===== src/rtl/friscv_mem_arbiter_if.sv =====
// Bus bundle between the rv32i core's fetch/data ports, the arbiter and a
// single-port memory. The master view belongs to the arbiter, which masters
// the memory side; the slave view belongs to the surrounding core and memory.
interface friscv_mem_arbiter_if #(
  parameter int ADDRW = 16,
  parameter int XLEN  = 32
);

  // Fetch port
  logic               inst_en;
  logic [ADDRW-1:0]   inst_addr;
  logic [XLEN-1:0]    inst_rdata;
  logic               inst_ready;

  // Data port
  logic               data_en;
  logic               data_wr;
  logic [ADDRW-1:0]   data_addr;
  logic [XLEN-1:0]    data_wdata;
  logic [XLEN/8-1:0]  data_strb;
  logic [XLEN-1:0]    data_rdata;
  logic               data_ready;

  // Memory port
  logic               mem_en;
  logic               mem_wr;
  logic [ADDRW-1:0]   mem_addr;
  logic [XLEN-1:0]    mem_wdata;
  logic [XLEN/8-1:0]  mem_strb;
  logic [XLEN-1:0]    mem_rdata;
  logic               mem_ready;

  modport master (
    input  inst_en, inst_addr,
    output inst_rdata, inst_ready,
    input  data_en, data_wr, data_addr, data_wdata, data_strb,
    output data_rdata, data_ready,
    output mem_en, mem_wr, mem_addr, mem_wdata, mem_strb,
    input  mem_rdata, mem_ready
  );

  modport slave (
    output inst_en, inst_addr,
    input  inst_rdata, inst_ready,
    output data_en, data_wr, data_addr, data_wdata, data_strb,
    input  data_rdata, data_ready,
    input  mem_en, mem_wr, mem_addr, mem_wdata, mem_strb,
    output mem_rdata, mem_ready
  );

endinterface


===== src/rtl/friscv_mem_arbiter.sv =====
// Round-robin arbiter sharing one single-port memory between the rv32i
// instruction-fetch and data ports. Completion hands the grant straight to a
// waiting peer without an idle cycle; a watchdog flags accesses that stall.
module friscv_mem_arbiter #(
  parameter int ADDRW   = 16,
  parameter int XLEN    = 32,
  parameter int TIMEOUT = 255
) (
  input  logic                   aclk,
  input  logic                   srst,
  friscv_mem_arbiter_if.master   bus,
  output logic                   err
);

  typedef enum logic [1:0] {
    IDLE  = 2'd0,
    GNT_I = 2'd1,
    GNT_D = 2'd2
  } state_t;

  typedef enum logic {
    PORT_I = 1'b0,
    PORT_D = 1'b1
  } port_t;

  // Counter wide enough to hold TIMEOUT; saturates there so it never wraps.
  localparam int CNTW = (TIMEOUT < 1) ? 1 : $clog2(TIMEOUT + 1);
  localparam logic [CNTW-1:0] CNT_MAX  = CNTW'(TIMEOUT);
  localparam logic [CNTW-1:0] CNT_LAST = CNTW'((TIMEOUT == 0) ? 0 : TIMEOUT - 1);

  state_t             state;
  state_t             state_next;
  port_t              last_grant;
  logic [CNTW-1:0]    wait_cnt;
  logic               waiting;

  logic               mem_en_c;
  logic               mem_wr_c;
  logic [ADDRW-1:0]   addr_mux;
  logic [XLEN-1:0]    wdata_mux;
  logic [XLEN/8-1:0]  strb_mux;

  // State register and round-robin history; last_grant records who completed.
  // NOTE: clocked state uses non-blocking assignments so every register
  // samples pre-edge values regardless of statement order.
  always_ff @(posedge aclk) begin
    if (srst) begin
      state      <= IDLE;
      last_grant <= PORT_D;
    end else begin
      state <= state_next;
      if (bus.mem_ready && state == GNT_I) begin
        last_grant <= PORT_I;
      end else if (bus.mem_ready && state == GNT_D) begin
        last_grant <= PORT_D;
      end
    end
  end

  // Next-state: arbitrate from IDLE, hand over to the peer on completion.
  // The completing port's own en is ignored on its ready cycle.
  // NOTE: state_next gets a default first so no path through the case
  // leaves it unassigned and infers a latch.
  always_comb begin
    state_next = state;
    unique case (state)
      IDLE: begin
        if (bus.inst_en && bus.data_en) begin
          state_next = (last_grant == PORT_D) ? GNT_I : GNT_D;
        end else if (bus.inst_en) begin
          state_next = GNT_I;
        end else if (bus.data_en) begin
          state_next = GNT_D;
        end
      end
      GNT_I: begin
        if (bus.mem_ready) begin
          state_next = bus.data_en ? GNT_D : IDLE;
        end
      end
      GNT_D: begin
        if (bus.mem_ready) begin
          state_next = bus.inst_en ? GNT_I : IDLE;
        end
      end
      default: state_next = IDLE;
    endcase
  end

  // Memory request mux: fetch accesses are always reads with zero strobes.
  always_comb begin
    mem_en_c  = 1'b0;
    mem_wr_c  = 1'b0;
    addr_mux  = '0;
    wdata_mux = '0;
    strb_mux  = '0;
    unique case (state)
      GNT_I: begin
        mem_en_c = 1'b1;
        addr_mux = bus.inst_addr;
      end
      GNT_D: begin
        mem_en_c  = 1'b1;
        mem_wr_c  = bus.data_wr;
        addr_mux  = bus.data_addr;
        wdata_mux = bus.data_wdata;
        strb_mux  = bus.data_strb;
      end
      default: ;
    endcase
  end

  assign bus.mem_en    = mem_en_c;
  assign bus.mem_wr    = mem_wr_c;
  assign bus.mem_addr  = addr_mux;
  assign bus.mem_wdata = wdata_mux;
  assign bus.mem_strb  = strb_mux;

  // Read data is shared; only the granted port sees a ready pulse.
  assign bus.inst_rdata = bus.mem_rdata;
  assign bus.data_rdata = bus.mem_rdata;
  assign bus.inst_ready = bus.mem_ready && (state == GNT_I);
  assign bus.data_ready = bus.mem_ready && (state == GNT_D);

  assign waiting = (state != IDLE) && !bus.mem_ready;

  // Watchdog: counts stalled grant cycles; err is sticky and never aborts.
  always_ff @(posedge aclk) begin
    if (srst) begin
      wait_cnt <= '0;
      err      <= 1'b0;
    end else begin
      if (state_next != state || bus.mem_ready) begin
        wait_cnt <= '0;
      end else if (waiting && wait_cnt != CNT_MAX) begin
        wait_cnt <= wait_cnt + CNTW'(1);
      end
      if (TIMEOUT != 0 && waiting && wait_cnt == CNT_LAST) begin
        err <= 1'b1;
      end
    end
  end

endmodule


===== src/flat_wrapper.sv =====
// flat-port wrapper written by rule: the top's interface ports become plain ports
module friscv_mem_arbiter_flat 
#(
  parameter int ADDRW   = 16,
  parameter int XLEN    = 32,
  parameter int TIMEOUT = 255
)
  (aclk, srst, err, bus_inst_en, bus_inst_addr, bus_inst_rdata, bus_inst_ready, bus_data_en, bus_data_wr, bus_data_addr, bus_data_wdata, bus_data_strb, bus_data_rdata, bus_data_ready, bus_mem_en, bus_mem_wr, bus_mem_addr, bus_mem_wdata, bus_mem_strb, bus_mem_rdata, bus_mem_ready);
  friscv_mem_arbiter_if #(.ADDRW(ADDRW), .XLEN(XLEN)) bus_i ();
  input  logic aclk;
  input  logic srst;
  output logic err;
  input wire logic [$bits(bus_i.inst_en)-1:0] bus_inst_en;
  input wire logic [$bits(bus_i.inst_addr)-1:0] bus_inst_addr;
  output wire logic [$bits(bus_i.inst_rdata)-1:0] bus_inst_rdata;
  output wire logic [$bits(bus_i.inst_ready)-1:0] bus_inst_ready;
  input wire logic [$bits(bus_i.data_en)-1:0] bus_data_en;
  input wire logic [$bits(bus_i.data_wr)-1:0] bus_data_wr;
  input wire logic [$bits(bus_i.data_addr)-1:0] bus_data_addr;
  input wire logic [$bits(bus_i.data_wdata)-1:0] bus_data_wdata;
  input wire logic [$bits(bus_i.data_strb)-1:0] bus_data_strb;
  output wire logic [$bits(bus_i.data_rdata)-1:0] bus_data_rdata;
  output wire logic [$bits(bus_i.data_ready)-1:0] bus_data_ready;
  output wire logic [$bits(bus_i.mem_en)-1:0] bus_mem_en;
  output wire logic [$bits(bus_i.mem_wr)-1:0] bus_mem_wr;
  output wire logic [$bits(bus_i.mem_addr)-1:0] bus_mem_addr;
  output wire logic [$bits(bus_i.mem_wdata)-1:0] bus_mem_wdata;
  output wire logic [$bits(bus_i.mem_strb)-1:0] bus_mem_strb;
  input wire logic [$bits(bus_i.mem_rdata)-1:0] bus_mem_rdata;
  input wire logic [$bits(bus_i.mem_ready)-1:0] bus_mem_ready;
  assign bus_i.inst_en = bus_inst_en;
  assign bus_i.inst_addr = bus_inst_addr;
  assign bus_inst_rdata = bus_i.inst_rdata;
  assign bus_inst_ready = bus_i.inst_ready;
  assign bus_i.data_en = bus_data_en;
  assign bus_i.data_wr = bus_data_wr;
  assign bus_i.data_addr = bus_data_addr;
  assign bus_i.data_wdata = bus_data_wdata;
  assign bus_i.data_strb = bus_data_strb;
  assign bus_data_rdata = bus_i.data_rdata;
  assign bus_data_ready = bus_i.data_ready;
  assign bus_mem_en = bus_i.mem_en;
  assign bus_mem_wr = bus_i.mem_wr;
  assign bus_mem_addr = bus_i.mem_addr;
  assign bus_mem_wdata = bus_i.mem_wdata;
  assign bus_mem_strb = bus_i.mem_strb;
  assign bus_i.mem_rdata = bus_mem_rdata;
  assign bus_i.mem_ready = bus_mem_ready;
  friscv_mem_arbiter #(.ADDRW(ADDRW), .XLEN(XLEN), .TIMEOUT(TIMEOUT)) u_core (.aclk(aclk), .srst(srst), .bus(bus_i), .err(err));
endmodule

===== config.mk =====
export PLATFORM = sky130hd
export DESIGN_NAME = friscv_mem_arbiter_flat
export DESIGN_NICKNAME = d
export VERILOG_FILES = /design/src/rtl/friscv_mem_arbiter_if.sv /design/src/rtl/friscv_mem_arbiter.sv /design/src/flat_wrapper.sv
export SDC_FILE = /design/constraint.sdc
export NUM_CORES = 1
export LEC_CHECK = 0
export CAP_MARGIN = 20
export CORE_AREA = 2 2 88 90
export CTS_BUF_LIST = sky130_fd_sc_hd__clkbuf_4 sky130_fd_sc_hd__clkbuf_8
export DETAILED_ROUTE_END_ITERATION = 8
export DIE_AREA = 0 0 90 92
export PLACE_DENSITY_LB_ADDON = 0.15
export SLEW_MARGIN = 20
export SYNTH_ARGS = -nofsm -noshare
export SYNTH_HDL_FRONTEND = slang
export SYNTH_SLANG_ARGS = --single-unit

===== constraint.sdc =====
create_clock -name aclk -period 2.6 [get_ports aclk]
set_clock_uncertainty 0.15 [all_clocks]
set_input_delay 0.26 -clock aclk [delete_from_list [all_inputs] [get_ports aclk]]
set_output_delay 0.26 -clock aclk [all_outputs]
set_load 0.005 [all_outputs]

### Clock nets, run 1

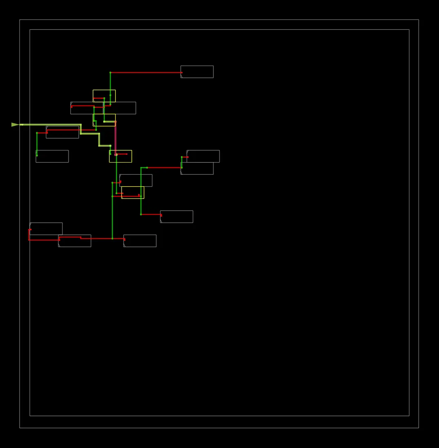
cts bufs inserted: 3
P_clk: 0.204 mW
flop count: 12
layout clock buffer count: 4
clock insertion delay at the later pin of the skew report: 0.24 ns

### Selected gate families, run 1

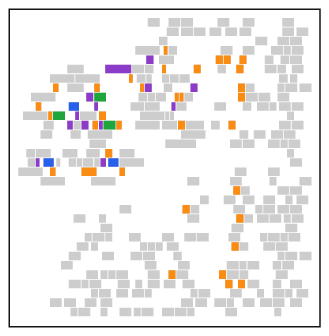
Key: blue = xor and xnor cells [cells 3]; green = mux cells [cells 3]; purple = nand cells [cells 13]; orange = nor cells [cells 34]

### Met2 routing, run 1

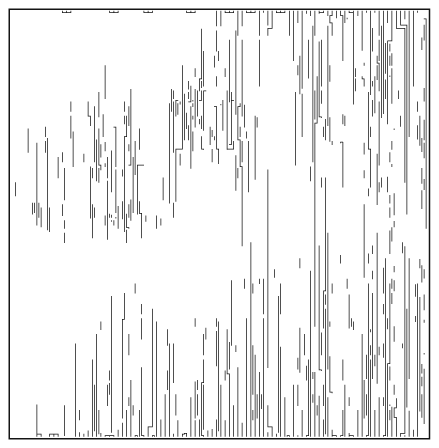
The layer carries 3,180 um of wire. The longest straight run is 45.0 um.

### Cell classes on the final placement, run 1

Scale bar: 20 um. Fill, decap, tap and diode cells in grey.
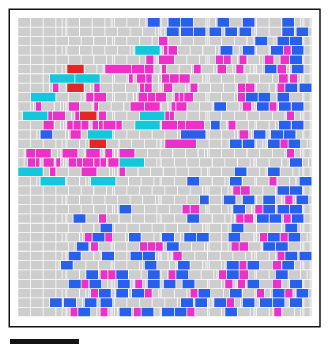
Key: blue = remaining buffers and delay cells [cells 133, share of their area 51%]; red = clock drivers and dummy loads [cells 4, share of their area 2.1%]; cyan = sequential cells [cells 12, share of their area 9.1%]; magenta = combinational and other logic [cells 143, share of their area 38%]

## run 1: layer usage
| metal | track usage [%] | vias to the layer above | wire, um |
|---|---|---|---|
| met3 | 6.74 | 8 | 708 |
| met1 | 18.8 | 767 | 2870 |
| met2 | 25.6 | 101 | 3180 |
| met4 | 2.18 | 2 | 31 |
| li1 | - | 839 | - |
| met5 | 0 | - | 12 |
## run 1: path summary, 6_finish.rpt
path	to	slack, ns
max	bus_mem_addr[8]	0.15
min	u_core.err$_SDFFE_PP0P_	0.33
max reg2reg	u_core.wait_cnt[2]$_SDFFE_PP0P_	0.47
min reg2reg	u_core.err$_SDFFE_PP0P_	0.33
## run 1: flip-flops by register name, indices dropped and copies added, names as in the netlist
signal and cells:
u_core.wait_cnt 8, u_core.state 2, u_core.err 1, u_core.last_grant 1
## run 1: kinds of logic (layout without fill, tap and decap cells)
group / after synthesis / in the layout / share of synthesized area [%]
buf+inv: 78 / 140 / 31.0
compound gates: 37 / 37 / 16.3
mux: 3 / 3 / 1.70
simple gates: 91 / 91 / 31.7
xor+xnor: 3 / 3 / 1.48
flops: 12 / 12 / 13.6
fa+ha+maj: 6 / 6 / 4.24
## run 1: cells in the final DEF, fill, tap and decap left out, drive strengths merged, types with 4 or more instances in the layout
master and count:
clkdlybuf4s50 130, nor3 7, dfxtp 12, and2 40
clkbuf 4, a22oi 18, nor2b 17, ha 6
nand2 6, nor2 8
## run 1: stage by stage
step	hold slack (ns)	area, sq um	std cells	util [%]
detailed placement	0.322	2700	390	36.2
global route	0.361	2770	394	37.1
CTS	0.335	2750	394	37.0
floorplan	0.182	1770	230	-
finish	0.327	2770	394	37.1
global placement	0.322	2700	390	36.2
## run 1: area by class of cell
type                            count  area, sq um
Multi-Input combinational cell    140          996
Fill cell                         782         4680
Clock buffer                        4         55.1
Inverter                            3         11.3
Tap cell                          102          128
Sequential cell                    12          240
Timing Repair Buffer              133         1340
## run 1: critical path: stages, from the launching register on
cell and delay [ns]:
sky130_fd_sc_hd__dfxtp_1 0.47, sky130_fd_sc_hd__inv_1 0.14, sky130_fd_sc_hd__ha_1 0.26, sky130_fd_sc_hd__buf_12 0.19, sky130_fd_sc_hd__a22oi_1 0.22, sky130_fd_sc_hd__nor2b_1 0.07, sky130_fd_sc_hd__clkdlybuf4s50_1 0.45
## run 1: repair_timing
| action | CTS | global route |
|---|---|---|
| setup endpoints to repair | 2 | 1 |
| cloned | 0 | 0 |
| resized | 1 | 2 |
## run 1: power by group
| group | switching (mW) | total (mW) | internal (mW) | leakage (nW) |
|---|---|---|---|---|
| logic | 0.178 | 0.472 | 0.294 | 0.823 |
| registers | 0.00912 | 0.199 | 0.190 | 0.0972 |
| clock network | 0.0702 | 0.204 | 0.134 | 0.0288 |
| total | 0.258 | 0.875 | 0.618 | 0.948 |
==> metrics.cfg, run 1 <==
[global_route]
gr-total-overflow=0
grt_start_max_net_pins=57
gr-usage-all-layers_pct=15.4
grt_pass1_wl_mm=9.97
vias_in_the_first_global_route=1612
grt_antenna_before_repair=1

[route]
detailedRoute.firstPassIterationCount=4
vias_per_cell=4.36
dr_total_vias=1717
post_drt_wl_per_cell_um=17.3
route.detailed.drc=0
drtAntennaViolNets=0
initialDrtViolationCount=81
drt-total-wl_mm=6.80

[pwr]
power.leakage_nw=0.948
power.density_nw_per_um2=316
irDropWorstVdd_v=0.000193
fin_total_pwr_mw=0.875

[timing]
timing.setup.tns_ns=0
finalHoldViolations=0
slew_headroom_pct=72.8
fin_crit_ns=2.45
grt_setup_unrepaired=no
max_slew.worst_pin.slew_ns=0.406
timing.final.max_slew_violations=0
timing.final.crit_share_pct=94.3
fmax_mhz=408
setup_viol=0
setup_slack_ns=0.148

[logic_synthesis]
post_synth_main_area_contributors=sky130_fd_sc_hd__buf_4 (28%), sky130_fd_sc_hd__and2_1 (14%), sky130_fd_sc_hd__dfxtp_1 (14%), sky130_fd_sc_hd__a22oi_1 (7.6%), sky130_fd_sc_hd__nor2b_1 (6.0%)
postSynthCellCount=230
synth_area_sq_um=1770
syn_area_per_cell_sq_um=7.70
synthFlopType=sky130_fd_sc_hd__dfxtp_1
top_cell_area_share_pct=28.0
biggest_area_consumer_among_synthesized_cells=sky130_fd_sc_hd__buf_4
yosys.cell_types.count=44
ys_chip_area_sq_um=1770
most_common_cell=sky130_fd_sc_hd__buf_4
number_of_enable_flip_flop_cells=0
ys.warnings.count=0
ys_ff=12
async_set_or_reset_flop_fraction_in_the_synthesized_netlist_pct=0
postSynthNetCount=342
ys_cells=230
ys_top_cells_by_count=sky130_fd_sc_hd__buf_4 (66), sky130_fd_sc_hd__and2_1 (39), sky130_fd_sc_hd__a22oi_1 (18)
sequential_to_total_area_share_from_yosys_stat_pct=13.6

[die]
die_x_um=90
floorplan.initialDensity_pct=23.8
die_h_um=92
io-pin-count=227
core_sq_um=7450
floorplan.die_area_sq_um=8280
floorplan.rows=32

[worst_setup_path]
timing.critical_path.required_ns=2.19
critical_path.max_fanout=56
rr_worst_depth=7
setup_crit_path_kind=reg2out
crit_path_start=u_core.state[0]$_SDFF_PP0_
critPathArrivalTime_ns=2.04
worst_r2r_startpoint=u_core.state[1]$_SDFF_PP0_
critPathCaptureType=output pin
crit_path_start_kind=flip-flop

[clock_network]
htree_num_levels=1
tritoncts=yes
clkSlewWorstSetupHoldPaths_ns=0.06
ctsLongestPathBuffers=2
cts_hold_buffers=0
post_cts_buffers=0
cts.root.buffer_cell=sky130_fd_sc_hd__clkbuf_8
cts_num_sinks=12

[place]
post-place-ws_ns=0.269
gp_congestion=0.739
dp.final_hpwl_mm=5.51
numPortBuffers=130

[final_layout]
antenna_cells_inserted=0
area_growth_pct=56.3
finalNetCount=405
fraction_of_final_layout_cells_sized_beyond_drive_strength_1_pct=6.51

[outcome]
outcome=finished clean

[worst_hold_path]
min_path_cells=2
hold_class=reg2reg
hold_path.startpoint=u_core.err$_SDFFE_PP0P_

[run]
maxCapViolCount=0
log.warning_count=30

==> inputs of run 2 (changes only) <==
--- a/config.mk
+++ b/config.mk
@@ -6,10 +6,11 @@
 export NUM_CORES = 1
 export LEC_CHECK = 0
 export CAP_MARGIN = 20
-export CORE_AREA = 2 2 88 90
+export CORE_MARGIN = 2
+export CORE_UTILIZATION = 25
 export CTS_BUF_LIST = sky130_fd_sc_hd__clkbuf_4 sky130_fd_sc_hd__clkbuf_8
 export DETAILED_ROUTE_END_ITERATION = 8
-export DIE_AREA = 0 0 90 92
+export HOLD_SLACK_MARGIN = 0.06
 export PLACE_DENSITY_LB_ADDON = 0.15
 export SLEW_MARGIN = 20
 export SYNTH_ARGS = -nofsm -noshare
### Met2 routing, run 2

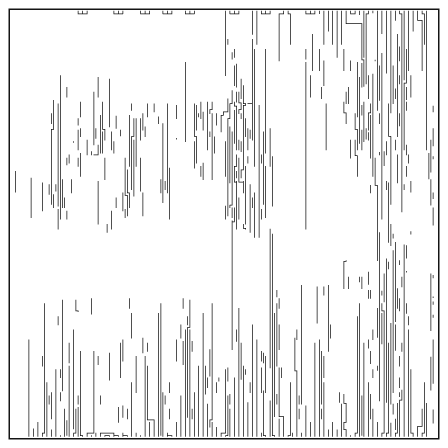
The longest straight run is 41.5 um. The layer holds 50% of the routed length.

==> metrics.cfg, run 2 <==
[outcome]
outcome=finished clean  ; unchanged

[die]
io-pin-count=227  ; unchanged
floorplan.die_area_sq_um=7770  ; was 8280 sq um
die_h_um=88.2  ; was 92 um
floorplan.initialDensity_pct=25.9  ; was 23.8%
die_x_um=88.2  ; was 90 um
floorplan.rows=30  ; was 32

[clock_network]
post_cts_buffers=0  ; unchanged
cts-buffers-inserted=3  ; unchanged
cts_num_sinks=12  ; unchanged
cts_hold_buffers=0  ; unchanged
ctsLongestPathBuffers=2  ; unchanged
htree_num_levels=1  ; unchanged
cts.root.buffer_cell=sky130_fd_sc_hd__clkbuf_8  ; unchanged
clkSlewWorstSetupHoldPaths_ns=0.05  ; was 0.06 ns

[worst_setup_path]
critical_path.max_fanout=57  ; was 56
setup_crit_path_kind=reg2out  ; unchanged
crit_buf_inv=3  ; unchanged
cells_along_the_critical_path=inv_1 > ha_1 > buf_12 > a22oi_1 > nor2b_1 > clkdlybuf4s50_1  ; unchanged
critPathMaxStageDelay_ns=0.45  ; was 0.47 ns
critPathArrivalTime_ns=2.06  ; was 2.04 ns
timing.critical_path.required_ns=2.19  ; about the same
setup.reg_to_reg.worst_slack_ns=0.49  ; was 0.47 ns
critical_path.top_delay_family=buffers and inverters  ; unchanged
critPathSlowestCell=sky130_fd_sc_hd__dfxtp_1  ; unchanged

[logic_synthesis]
yosys.cell_types.count=44  ; unchanged
top_cell_area_share_pct=28.0  ; unchanged
number_of_enable_flip_flop_cells=0  ; unchanged
biggest_area_consumer_among_synthesized_cells=sky130_fd_sc_hd__buf_4  ; unchanged
ys_chip_area_sq_um=1770  ; unchanged
ys_ff=12  ; unchanged
synthFlopType=sky130_fd_sc_hd__dfxtp_1  ; unchanged
postSynthCellCount=230  ; unchanged
async_set_or_reset_flop_fraction_in_the_synthesized_netlist_pct=0  ; unchanged
syn_area_per_cell_sq_um=7.70  ; unchanged
ys.warnings.count=0  ; unchanged
most_common_cell=sky130_fd_sc_hd__buf_4  ; unchanged
ys_top_cells_by_count=sky130_fd_sc_hd__buf_4 (66), sky130_fd_sc_hd__and2_1 (39), sky130_fd_sc_hd__a22oi_1 (18)  ; unchanged
sequential_to_total_area_share_from_yosys_stat_pct=13.6  ; unchanged
postSynthNetCount=342  ; unchanged
synth_area_sq_um=1770  ; unchanged
ys_cells=230  ; unchanged

[route]
detailedRoute.firstPassIterationCount=4  ; unchanged
vias_per_cell=4.39  ; was 4.36
drt-total-wl_mm=6.48  ; was 6.80 mm
dr_total_vias=1698  ; was 1,717
drtAntennaViolNets=0  ; unchanged
initialDrtViolationCount=51  ; was 81
route.detailed.drc=0  ; unchanged
post_drt_wl_per_cell_um=16.7  ; was 17.3 um

[pwr]
power.density_nw_per_um2=303  ; was 316 nW/um^2
irDropWorstVdd_v=0.000260  ; was 0.000193 V
power.leakage_nw=0.940  ; was 0.948 nW

[place]
numPortBuffers=130  ; unchanged
place_area_sq_um=2690  ; was 2700 sq um
dp.final_hpwl_mm=5.28  ; was 5.51 mm
gp_congestion=0.837  ; was 0.739

[final_layout]
top_register=u_core.wait_cnt  ; unchanged
postLayoutCellArea_sq_um=2730  ; was 2770 sq um
fraction_of_final_layout_cells_sized_beyond_drive_strength_1_pct=5.84  ; was 6.51%
area_growth_pct=54.3  ; was 56.3%
mostFrequentLayoutCells=sky130_fd_sc_hd__clkdlybuf4s50_1 (130), sky130_fd_sc_hd__and2_1 (39), sky130_fd_sc_hd__a22oi_1 (18)  ; unchanged
finalNetCount=405  ; unchanged
largest_registers=u_core.wait_cnt: 8 flops, u_core.state: 2 flops  ; unchanged
final_layout_top_logic_cell=sky130_fd_sc_hd__clkdlybuf4s50_1  ; unchanged
antenna_cells_inserted=0  ; unchanged

[worst_hold_path]
hold_class=reg2reg  ; unchanged

[global_route]
vias_in_the_first_global_route=1663  ; was 1,612
grt_start_max_net_pins=58  ; was 57
gr-usage-all-layers_pct=15.4  ; about the same
grt_pass1_wl_mm=9.12  ; was 9.97 mm
grt_antenna_before_repair=2  ; was 1
gr-total-overflow=0  ; unchanged

[timing]
setup_viol=0  ; unchanged
timing.final.max_slew_violations=0  ; unchanged
max_slew.worst_pin.slew_ns=0.424  ; was 0.406 ns
slew_headroom_pct=71.7  ; was 72.8%
fin_crit_ns=2.47  ; was 2.45 ns
fmax_mhz=406  ; was 408 MHz
grt_setup_unrepaired=no  ; unchanged
timing.setup.tns_ns=0  ; unchanged
timing.final.crit_share_pct=94.8  ; was 94.3%

[run]
maxCapViolCount=0  ; unchanged
log.warning_count=30  ; unchanged

### Selected gate families, run 2

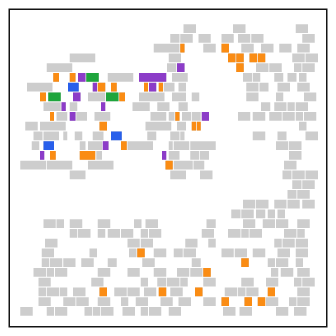
Key: blue = xor and xnor cells [cells 3]; purple = nand cells [cells 13]; orange = nor cells [cells 34, where all over the die]; green = mux cells [cells 3]

-- run 2: cell counts after synthesis --
Identical to the previous run, type by type.
-- run 2: area by class of cell --
type	count	area (sq um)
Fill cell	717	4100
Timing Repair Buffer	133	1340
Multi-Input combinational cell	140	983
Sequential cell	12	240
Tap cell	96	120
Clock buffer	3	41.3
Inverter	3	11.3
-- run 2: routing by layer --
| layer | vias to the layer above | GRT usage, % | routed length (um) |
|---|---|---|---|
| met3 | 4 | 6.31 | 707 |
| met2 | 77 | 28.4 | 3220 |
| li1 | 837 | - | - |
| met1 | 776 | 17.4 | 2520 |
| met5 | - | 0 | 27 |
| met4 | 4 | 0.689 | 2 |
-- run 2: worst reg2reg max path: stages (launching register included) --
cell and delay [ns]:
sky130_fd_sc_hd__dfxtp_1 0.45, sky130_fd_sc_hd__inv_1 0.11, sky130_fd_sc_hd__ha_1 0.24, sky130_fd_sc_hd__buf_12 0.18, sky130_fd_sc_hd__nor2b_1 0.15, sky130_fd_sc_hd__o32ai_1 0.32
sky130_fd_sc_hd__a32o_2 0.31, sky130_fd_sc_hd__nor3_1 0.08
-- run 2: stage by stage --
step / std cells / hold slack (ns) / worst slack [ns] / power [mW] / util [%]
CTS: 387 / 0.337 / 0.0415 / 0.840 / 40.0
detailed placement: 384 / 0.317 / 0.322 / 0.666 / 39.4
floorplan: 230 / 0.182 / 0.751 / 0.473 / -
global route: 387 / 0.370 / 0.0263 / 0.881 / 40.0
global placement: 384 / 0.323 / 0.354 / 0.669 / 39.4
finish: 387 / 0.331 / 0.135 / 0.828 / 40.0
-- run 2: cell families after synthesis --
kind of cell,synth area share (%)
xor gates and xnor gates,1.48
adders and majority gates,4.24
DFF,13.6
buffers and inverters,31.0
muxes,1.70
and+or+nand+nor,31.7
AOI/OAI and AO/OA,16.3
-- run 2: worst paths after layout --
check                        startpoint                         endpoint  cells after the start
min             u_core.err$_SDFFE_PP0P_          u_core.err$_SDFFE_PP0P_                      2
max reg2reg  u_core.state[0]$_SDFF_PP0_  u_core.wait_cnt[7]$_SDFFE_PP0P_                      7
max          u_core.state[0]$_SDFF_PP0_                 bus_mem_addr[14]                      6
min reg2reg     u_core.err$_SDFFE_PP0P_          u_core.err$_SDFFE_PP0P_                      2
-- run 2: power by group --
part	leakage, nW	total [mW]	switching [mW]	internal [mW]
Sequential	0.0972	0.199	0.00855	0.190
Clock	0.0216	0.165	0.0635	0.102
Combinational	0.822	0.464	0.179	0.285
Total	0.940	0.828	0.251	0.577
Power figures rest on the tool's default switching activity, not on a simulated workload.
